run_1/sizes.png
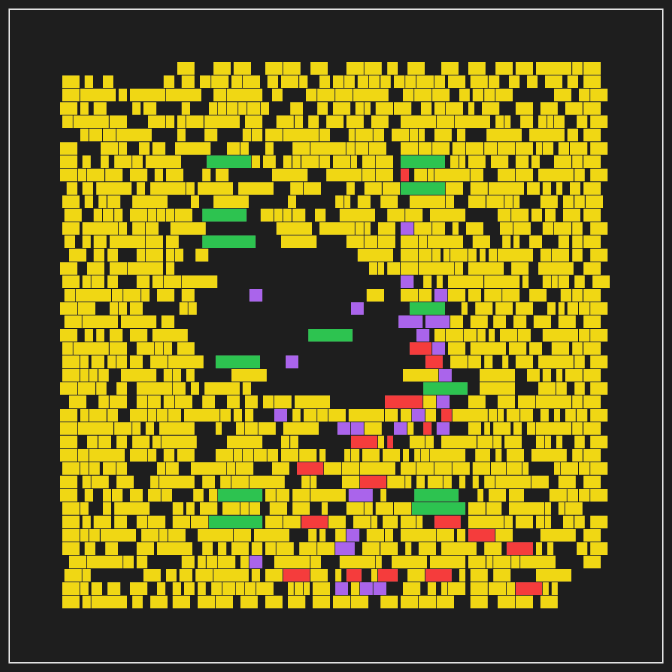
run_1/flops_by_reg.png
The bar under the picture is 50 um long. Other sequential cells in the stronger gray, the rest of the logic in the fainter gray.
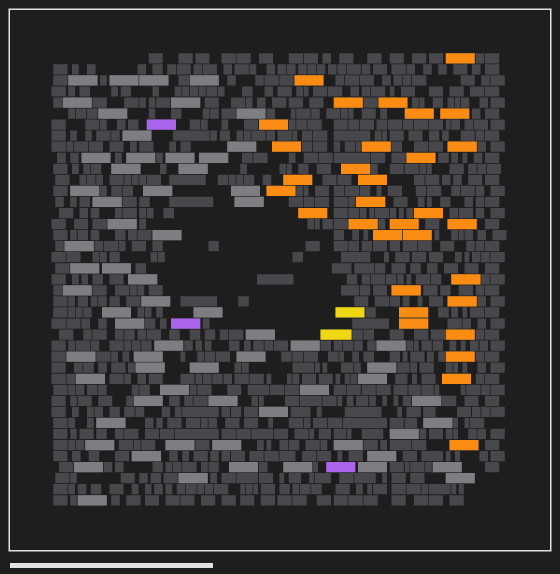
run_1/placement.png
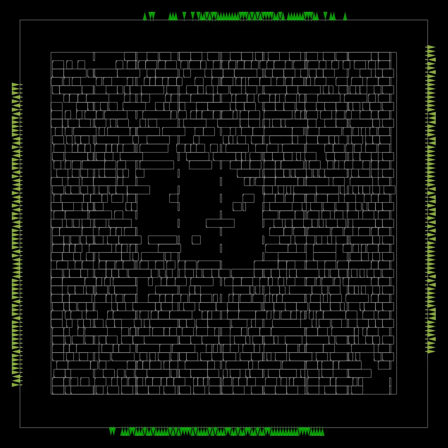
==> config.mk <==
export PLATFORM = sky130hd
export DESIGN_NAME = mem_arbiter
export DESIGN_NICKNAME = d
export VERILOG_FILES = /design/src/rtl/mem_arbiter.sv
export SDC_FILE = /design/constraint.sdc
export NUM_CORES = 1
export LEC_CHECK = 0
export CAP_MARGIN = 20
export CORE_MARGIN = 10
export CORE_UTILIZATION = 45
export CTS_CLUSTER_DIAMETER = 80
export DETAILED_ROUTE_END_ITERATION = 12
export HOLD_SLACK_MARGIN = 0.1
export PLACE_DENSITY = 0.87
export SYNTH_ARGS = -nofsm -noshare
export SYNTH_HDL_FRONTEND = slang
export SYNTH_SLANG_ARGS = --single-unit
==> constraint.sdc <==
create_clock -name clk -period 3.3 [get_ports clk]
set_clock_uncertainty 0.05 [all_clocks]
set_input_delay 0.825 -clock clk [delete_from_list [all_inputs] [get_ports clk]]
set_output_delay 0.825 -clock clk [all_outputs]
set_load 0.005 [all_outputs]
==> notes.md <==
Implementation results are summarized by area below.

Global route
The first global-routing pass estimated 32.64 mm of wire. The sum of overflow across all layers after global routing is 0.

Routing
The total number of vias is 6150. The number of iterations in the first detailed-routing pass is 6. Detailed-route iteration 0 reported a violation count of roughly 500.

After detailed routing, the average wire length per cell comes to around 19 um. After detailed routing, the number of vias per cell comes to about 5.6. The count of nets left with antenna violations once routing finished came out at 0. In the routed design, unresolved DRC markers number 0.

Clocking
Counting every sink on the clock net gives about 100. Looking at the clock tree report, the root buffer type is sky130_fd_sc_hd__clkbuf_16. The H-tree generated during clock tree synthesis spans 3 levels. The maximum count of clock buffers along a single path is 2. The TritonCTS clock tree is built.

Buffers added to address setup during post-CTS repair amount to 0.

Critical path
The OpenROAD report gives the critical path a required time of 2.42 ns. Measured in cells, the most critical reg-to-reg path has a length of 5. The critical path depth in cells is 5. The buffer-and-inverter tally for the worst setup path is 3.

The cell sequence reported for the critical path is buf_4 > nor3b_2 > buf_4 > and2_1 > clkdlybuf4s50_1. The most common cell type on the critical path is sky130_fd_sc_hd__buf_4. The largest delay contributor family on the critical path is buffers and inverters. The OpenROAD report gives the critical path a data arrival time of 2.24 ns.

STA classifies the critical path endpoint as an output pin. The worst setup path is launched from a flop. The timing report gives the worst reg2reg path a setup slack of between 0.9 and 1 ns. The critical path in this run is classified as reg2out.

Synth
The total cells reported by yosys after synthesis is 716. The number of register bits inferred by synthesis is 104. The distinct cell type count of the synthesized netlist is 32. The sequential element share of the synthesized area is 36.27%. The count of yosys warnings during synthesis is 0. The floorplan net count is approximately 850.

The mapped netlist covers between 5000 and 6000 um^2.

Place
The number of buffers added on ports is ~270. The post-place instance area is ~8500 um^2. Note, the detailed placer reported a final HPWL of approximately 15 mm. The total instance count after detailed placement is 1090.

STA
Endpoints with negative setup slack in the final report add up to 0. The final worst-path cycle share is 94.29%. For the pin with the worst max-slew slack, the measured transition is roughly 0.96 ns. Setup repair after global routing left no endpoint under its margin. The setup total negative slack is 0 ns. The hold violation count in the final report is 0.

Floorplanning
The horizontal die dimension is 132.9 um. The die covers 17670 um^2. Pin placement for this block handled 275 I/O pins.

Power
The maximum vdd ir drop is 0.0002050 V. The analysis attributes to cell leakage a power of 3.116 nW. The total power density per cell area is 368.8 nW/um^2.

Cells and area
Ranking logic cells in the layout by count gives the top entries sky130_fd_sc_hd__clkdlybuf4s50_1 (273), sky130_fd_sc_hd__and2_1 (118), sky130_fd_sc_hd__dfxtp_1 (103). The finished layout holds 1107 standard cells, fillers aside. Cells with a size suffix above 1 make up under 10% of the layout.

Worst hold path
Counting instances, the worst hold path has a depth of 2.

Flow run
The number of max-capacitance violations reported is 0.

Outcome
The run finished with clean final reports.
Back to the opening pictures, sizes.png:
[purple] _3 and _4 cells | cells: 25 | share: 2.7%
[green] _6 and larger | cells: 13 | share: 1.4%
[red] _2 cells | cells: 19 | share: 2.0%
[yellow] _0 and _1 cells | cells: 877 | share: 94%
number of non-clock buffers: 294
worst setup margin: 0.1883 ns
cell area after layout: 8856 um^2
Layout Area Growth over Synthesis: 54.27%

Back to the opening pictures, flops_by_reg.png:
[purple] f3_q | sequential cells: 3
[orange] rdata_q | sequential cells: 32
[yellow] state | sequential cells: 2
not colored: 67
final core area utilization: 70.46%
Power Sequential: 1.39 mW
share of the final layout cell area in sequential cells: 23.52%

Back to the opening pictures, placement.png:
number of filler cells placed in the layout: 1012
Tap Count: 172
Placement Rows: 41
core region area: 12570 um^2
total number of sequential cells: 104

run 1: Yosys cell counts:
cell type                   number  area share [%]
sky130_fd_sc_hd__and2_1        118              13
sky130_fd_sc_hd__dfxtp_1       104              36
sky130_fd_sc_hd__nand3_1        69             6.0
sky130_fd_sc_hd__a21oi_1        68             5.9
sky130_fd_sc_hd__clkbuf_1       64             4.2
sky130_fd_sc_hd__o31ai_1        52             6.8
sky130_fd_sc_hd__nand2_1        34             2.2
sky130_fd_sc_hd__nor4bb_1       32             5.6
sky130_fd_sc_hd__o211ai_1       32             4.2
sky130_fd_sc_hd__buf_2          23             2.0
sky130_fd_sc_hd__nor2_1         18             1.2
sky130_fd_sc_hd__a31oi_1        17             1.9
sky130_fd_sc_hd__inv_1          17             1.1
sky130_fd_sc_hd__o21ai_0        16             1.4
sky130_fd_sc_hd__a2111oi_1      10             1.7
sky130_fd_sc_hd__a221oi_2       10             2.6
sky130_fd_sc_hd__a2111oi_0       5            0.76
sky130_fd_sc_hd__a221oi_1        5            0.76
sky130_fd_sc_hd__buf_1           4            0.26
sky130_fd_sc_hd__nand2b_1        3            0.33
sky130_fd_sc_hd__nor2b_1         3            0.33
sky130_fd_sc_hd__and3b_1         2            0.31
sky130_fd_sc_hd__a31o_2          1            0.15
sky130_fd_sc_hd__and3_1          1            0.11
sky130_fd_sc_hd__buf_6           1            0.20
sky130_fd_sc_hd__inv_2           1           0.065
sky130_fd_sc_hd__nand3b_1        1            0.13
sky130_fd_sc_hd__nor3_1          1           0.087
sky130_fd_sc_hd__nor3b_1         1            0.13
sky130_fd_sc_hd__o21a_1          1            0.13
sky130_fd_sc_hd__o221a_2         1            0.20
sky130_fd_sc_hd__or3_1           1            0.11
run 1: report_power, final:
group	switching, mW	internal [mW]
logic	0.325	0.329
registers	0.0504	1.34
clock network	0.486	0.740
run 1: routing by layer:
layer	routed length (um)	part of all wire (%)	GRT usage, %
met1	8590	41	25.74
met2	10170	48	37.44
met3	1824	8.7	7.873
met5	0	0	0
met4	483	2.3	7.702
run 1: area by class of cell:
class	instances	area, um^2	area share (%)
multi-input cells	502	3248	36.68
repair buffers	294	2903	32.78
flip-flops and latches	104	2083	23.52
clock buffers	10	229.0	2.585
well taps	172	215.2	2.430
clock inverters	6	107.6	1.215
inverters	18	67.56	0.7629
diodes	1	2.502	0.02826
run 1: repair_timing:
item,CTS,global route
hold buffers,0,0
endpoints found under the setup margin,32,50
resized,1,1
run 1: cell families (layout without fill, tap and decap cells):
kind of cell           after synthesis  after routing  share of synthesized area [%]
other                                0              1                              0
AND-OR/OR-AND                      218            218                          26.53
buffers and inverters              110            328                          7.825
flip-flops                         104            104                          36.27
AND/OR/NAND/NOR                    284            284                          29.38
run 1: worst min-delay path, cell delays in order, from the launching register on:
cell and delay [ns]:
sky130_fd_sc_hd__dfxtp_1 0.31, sky130_fd_sc_hd__o31ai_1 0.06, sky130_fd_sc_hd__a21oi_1 0.06
Power figures rest on the tool's default switching activity, not on a simulated workload.
